[src/rtl/cpu_control_fsm.sv]
// cpu_control_fsm: multi-cycle 6502 sequencer issuing one-cycle datapath and memory strobes per state
module cpu_control_fsm (
  input  logic       clk,
  input  logic       rst,
  input  logic       halt,
  input  logic [1:0] addr_mode,
  input  logic [1:0] instr_size,
  input  logic [7:0] instr_type,
  input  logic       use_alu,
  input  logic       mem_read,
  input  logic       mem_write,
  input  logic [2:0] reg_dest,
  input  logic       flag_z,
  input  logic       flag_c,
  input  logic       flag_n,
  input  logic       flag_v,
  output logic [2:0] state,
  output logic       sync,
  output logic       addr_sel,
  output logic       mem_rd,
  output logic       mem_we,
  output logic       pc_inc,
  output logic       pc_load_abs,
  output logic       pc_load_rel,
  output logic       ir_load,
  output logic       op_lo_load,
  output logic       op_hi_load,
  output logic       b_sel_mem,
  output logic       alu_en,
  output logic       reg_we,
  output logic       flags_we,
  output logic       instr_done
);
  typedef enum logic [2:0] {FETCH, LOADIR, DISPATCH, OPLO, OPHI, MEMRD, EXEC} state_e;
  state_e state_q, state_d;
  logic [7:0] br_idx;
  logic is_branch, br_flag, br_set, taken;
  assign state = state_q;
  always_ff @(posedge clk)
    state_q <= rst ? FETCH : state_d;
  always_comb begin
    state_d = state_q;
    case (state_q)
      FETCH:    state_d = halt ? FETCH : LOADIR;
      LOADIR:   state_d = DISPATCH;
      DISPATCH: state_d = (instr_size == 2'd1) ? EXEC : OPLO;
      OPLO:     state_d = (instr_size == 2'd3) ? OPHI :
                          (addr_mode == 2'd2 && mem_read) ? MEMRD : EXEC;
      OPHI:     state_d = EXEC;
      MEMRD:    state_d = EXEC;
      EXEC:     state_d = FETCH;
      default:  state_d = FETCH;
    endcase
  end
  // branches come in set/clear pairs on Z, C, N, V; the V pair is ordered clear-then-set
  assign br_idx    = instr_type - 8'd14;
  assign is_branch = instr_type >= 8'd14 && instr_type <= 8'd21;
  assign br_flag   = (br_idx[2:1] == 2'd0) ? flag_z : (br_idx[2:1] == 2'd1) ? flag_c :
                     (br_idx[2:1] == 2'd2) ? flag_n : flag_v;
  assign br_set    = br_idx[0] ^ (br_idx[2:1] != 2'd3);
  assign taken     = is_branch && (br_flag == br_set);
  always_comb begin
    sync        = 1'b0;
    addr_sel    = 1'b0;
    mem_rd      = 1'b0;
    mem_we      = 1'b0;
    pc_inc      = 1'b0;
    pc_load_abs = 1'b0;
    pc_load_rel = 1'b0;
    ir_load     = 1'b0;
    op_lo_load  = 1'b0;
    op_hi_load  = 1'b0;
    b_sel_mem   = 1'b0;
    alu_en      = 1'b0;
    reg_we      = 1'b0;
    flags_we    = 1'b0;
    instr_done  = 1'b0;
    if (!rst) begin
      case (state_q)
        FETCH: begin
          sync   = 1'b1;
          mem_rd = !halt;
          pc_inc = !halt;
        end
        LOADIR: ir_load = 1'b1;
        DISPATCH: begin
          mem_rd = instr_size != 2'd1;
          pc_inc = instr_size != 2'd1;
        end
        OPLO: begin
          op_lo_load = 1'b1;
          mem_rd     = instr_size == 2'd3;
          pc_inc     = instr_size == 2'd3;
        end
        OPHI: op_hi_load = 1'b1;
        MEMRD: begin
          addr_sel = 1'b1;
          mem_rd   = 1'b1;
        end
        EXEC: begin
          instr_done  = 1'b1;
          alu_en      = use_alu;
          b_sel_mem   = addr_mode == 2'd2;
          mem_we      = mem_write;
          addr_sel    = mem_write;
          reg_we      = !mem_write && (reg_dest inside {3'd1, 3'd2, 3'd3, 3'd5});
          flags_we    = (use_alu || instr_type == 8'd0) && reg_dest != 3'd0 && reg_dest != 3'd5;
          pc_load_abs = instr_type == 8'd5;
          pc_load_rel = taken;
        end
        default: ;
      endcase
    end
  end
endmodule

[config.mk]
export PLATFORM = sky130hd
export DESIGN_NAME = cpu_control_fsm
export DESIGN_NICKNAME = d
export VERILOG_FILES = /design/src/rtl/cpu_control_fsm.sv
export SDC_FILE = /design/constraint.sdc
export NUM_CORES = 1
export LEC_CHECK = 0
export ABC_AREA = 1
export CAP_MARGIN = 20
export CELL_PAD_IN_SITES_DETAIL_PLACEMENT = 1
export CELL_PAD_IN_SITES_GLOBAL_PLACEMENT = 2
export CORE_MARGIN = 4
export CORE_UTILIZATION = 13
export DETAILED_ROUTE_END_ITERATION = 8
export PLACE_DENSITY_LB_ADDON = 0.05
export SETUP_SLACK_MARGIN = 0.5
export SYNTH_ARGS = -nofsm -noshare
export SYNTH_HDL_FRONTEND = slang
export SYNTH_SLANG_ARGS = --single-unit
[constraint.sdc]
create_clock -name clk -period 2.93 [get_ports clk]
set_input_delay 0.879 -clock clk [delete_from_list [all_inputs] [get_ports clk]]
set_output_delay 0.879 -clock clk [all_outputs]
set_load 0.02 [all_outputs]
Figure 1. M1 wires.
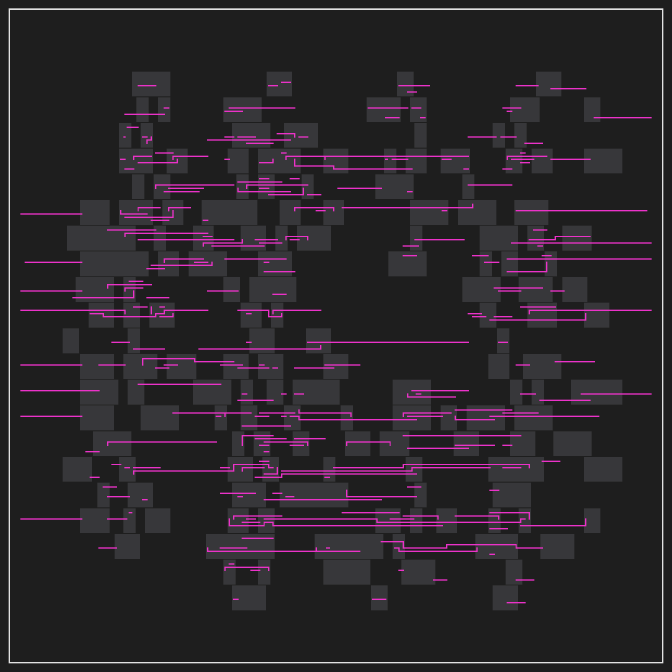
The layer carries 1,050 um of wire. The longest straight run is 19.3 um. The layer holds 44% of the routed length. 161 nets have wire on it.

Figure 2. Signal wires on met2.
Scale bar: 20 um.
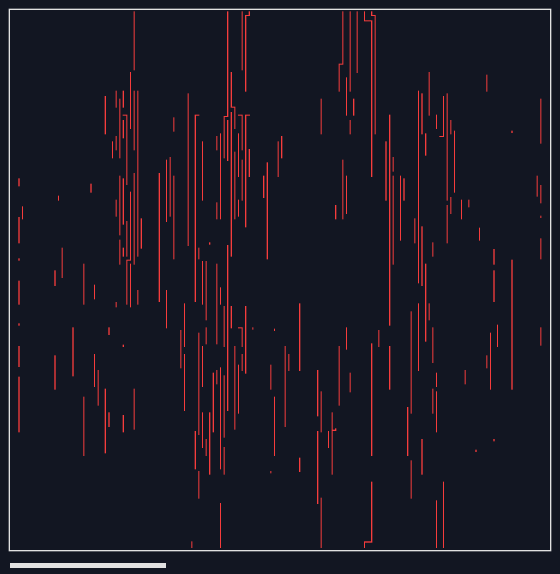
The wires run mostly vertical. The layer holds 47% of the routed length. The layer carries 1,130 um of wire. The longest straight run is 26.9 um.

Figure 3. Metal 3.
Scale bar: 20 um.
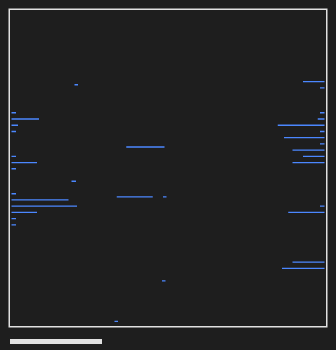
31 nets have wire on it. The layer holds 5.6% of the routed length.
met3 global-route usage: 2.62%
Post-Route WL: 2390 um

Figure 4. Clock wiring as the flow saved it.
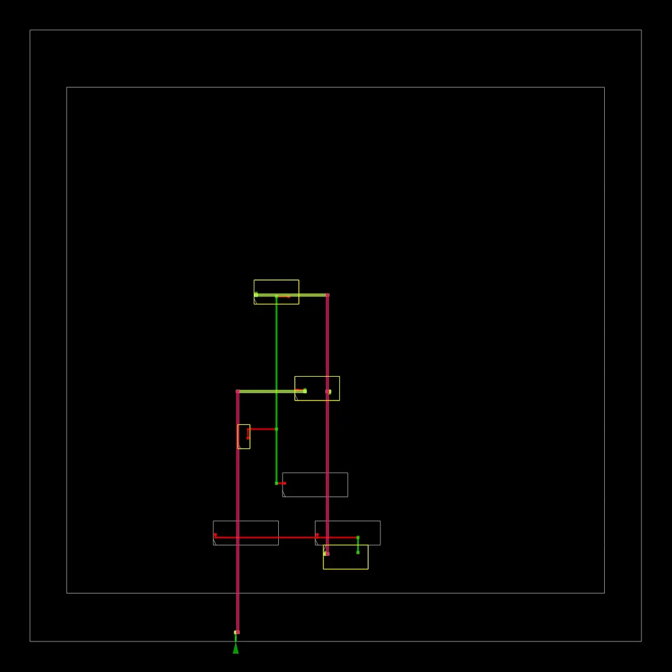
CTS Buf Count: 3
Sink Count: 3

Figure 5. Wiring heat map.
Scale bar: 20 um. The die is cut into 14 by 14 equal tiles; dark purple is low, yellow is high, scaled to the fullest tile. Values are wire area over tile area, all layers added.
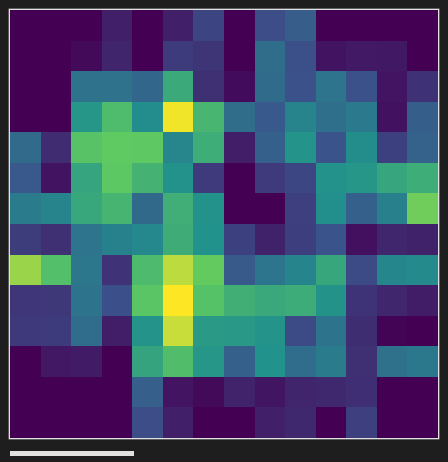
The emptiest ninth of the die: south-west. The densest ninth of the die: west. The fullest tile reaches 0.28. 20% of the tiles are nearly empty.
Vias: 865
gr usage total: 10.6%

kinds of logic (layout without fill, tap and decap cells):
logic type	Yosys count	in the layout	share of synthesized area [%]
AOI/OAI and AO/OA	13	13	14.2
and+or+nand+nor	59	59	59.4
buffers and inverters	18	84	14.0
DFF	3	3	12.4
cells in the mapped netlist:
cell / n / share of area [%]
a21oi_1: 4 / 4.1
a31oi_1: 1 / 1.3
dfxtp_1: 3 / 12
inv_1: 16 / 12
inv_2: 2 / 1.6
nand2_1: 18 / 14
nand2_2: 1 / 1.3
nand2_4: 1 / 2.3
nand3_1: 13 / 13
nand3b_1: 1 / 1.6
nand4_1: 1 / 1.3
nor2_1: 16 / 12
nor2_2: 1 / 1.3
nor2_4: 2 / 4.7
nor3_1: 3 / 3.1
nor3b_1: 1 / 1.6
nor4_2: 1 / 2.6
o21ai_0: 6 / 6.2
o21ai_1: 1 / 1.0
o21bai_1: 1 / 1.6
report_power, final:
group | switching (uW) | leakage, uW | internal (uW)
clock network | 31.3 | 0.0000228 | 93.1
registers | 16.9 | 0.0000247 | 50.9
logic | 139 | 0.000579 | 123
final timing paths:
kind | from | end | slack (ns) | cells past startpoint
setup / recovery | instr_type[1] | pc_load_abs | 0.38 | 5
hold / removal | state[1] | state[2] | 0.65 | 2
setup reg to reg | state[2] | state[0] | 1.65 | 7
hold reg to reg | state[1] | state[2] | 0.65 | 2
routing by layer:
metal	wire length, um	vias up	GRT usage (%)
li1	-	433	-
met1	1050	390	13.0
met2	1130	35	16.7
met3	134	7	2.62
met4	77	0	5.86
met5	0	-	0
per-stage QoR:
step,instance area [um^2],hold WS [ns],worst slack [ns]
CTS,1170,0.654,0.349
detailed placement,1060,0.625,-0.588
finish,1290,0.652,0.381
global placement,1060,0.604,-0.523
global route,1290,0.698,0.316
floorplan,487,0.658,0.491
==> flow_summary.toml <==
# implementation run metrics
[outcome]
outcome = "completed"

[final_layout]
nets = 185
drive_gt1_share_pct = 59.1
largest_reg_flops = 3
comb_cells = 72
logic_area_um2 = 487
comb_share_pct = 37.8
seq_share_pct = 4.67
area_growth_pct = 166
buffers_excl_clock = 62
flops = 3
final_layout_top_logic_cells = "buf_4 (20), buf_6 (15), nand2_1 (13)"
largest_class = "non-clock buffers"
postLayoutCoreUtil_pct = 37.1
buffer_area_share_pct = 42.9
antenna_cells = 0
nFillCells = 460
final_cells = 205
regArea_um2 = 60.1
n_all_inverters = 18
clock_area_share_pct = 3.50
nClkBuffers = 4
lay_top_count = "buf_4"

[worst_setup_path]
end_kind = "primary output"
cp_num_buf_inv = 3
worst-setup-path-type = "in -> out"
startpoint_type = "input port"
slowest_delay_ns = 0.31
critPathRequiredTime_ns = 2.05
crit_slowest_cell = "nor4_2"
cp_max_fo = 7
crit_path_cell_trace = "buf_12 -> clkinv_8 -> nand4_1 -> nor4_2 -> buf_4"
cp.arrival_ns = 1.67
path_delay_family = "simple AND/OR/NAND/NOR gates"

[clock_network]
ctsResizeCount = 187
cts.reportedPaths.clkPinSlew_ns = 0.03
clk_latency_ns = 0.22
cts_root_buf = "clkbuf_8"
h-tree-depth = 1
postCtsSetupBuffers = 3
tritoncts = "done"
cts.path.max_buffers = 2
cts_hold_buf = 0

[grt]
grt_pass1_vias = 959
grt_pass1_wl_um = 4250
antenna_found_initial = 0
grt_max_degree = 8
grt_overflow = 0

[yosys]
ys.flops = 3
ys_cells = 93
syn_nets = 118
ys_seq_share_pct = 12.4
synth_area_um2 = 484
avgSynthCellArea_um2 = 5.21
synth_cells = 93
yosysChipArea_um2 = 484
yosysWarnings = 0

[placement]
port_buffers = 42
dp_hpwl_um = 1860
place_inst = 194
gp_congestion = 0.851

[timing]
finalCriticalPeriod_ns = 2.55
timing.slew.headroom_pct = 78.5
rsz0062_at_grt = "yes"
post-route-period-util_pct = 87.0
max_freq_mhz = 392
drv_slew = 0
hold_viol_final = 0
worst-slew-pin-transition_ns = 0.319
finClkSkew_ns = 0.00325
setup-tns-final_ns = 0
setup_viol = 0

[hold_path]
hp-class = "reg -> reg"

[die]
fp_util_pct = 14.0
die_w_um = 69.0
die_area_um2 = 4770
die_height_um = 69.0
core_area_um2 = 3470
taps = 46
ios = 43

[job]
tool_warnings = 29
cap_violations = 0

[power]
powerDensity_nw_per_um2 = 353
vdd_drop_max_uv = 119
power_uw = 454
p_leak_uw = 0.000626

[drt]
drt_iter0_drc = 6
firstDrtPassIters = 4
vias_per_cell = 4.22
postRouteAntennaNets = 0
wl_per_cell_um = 11.7
drcViolationCount = 0
Power figures rest on the tool's default switching activity, not on a simulated workload.
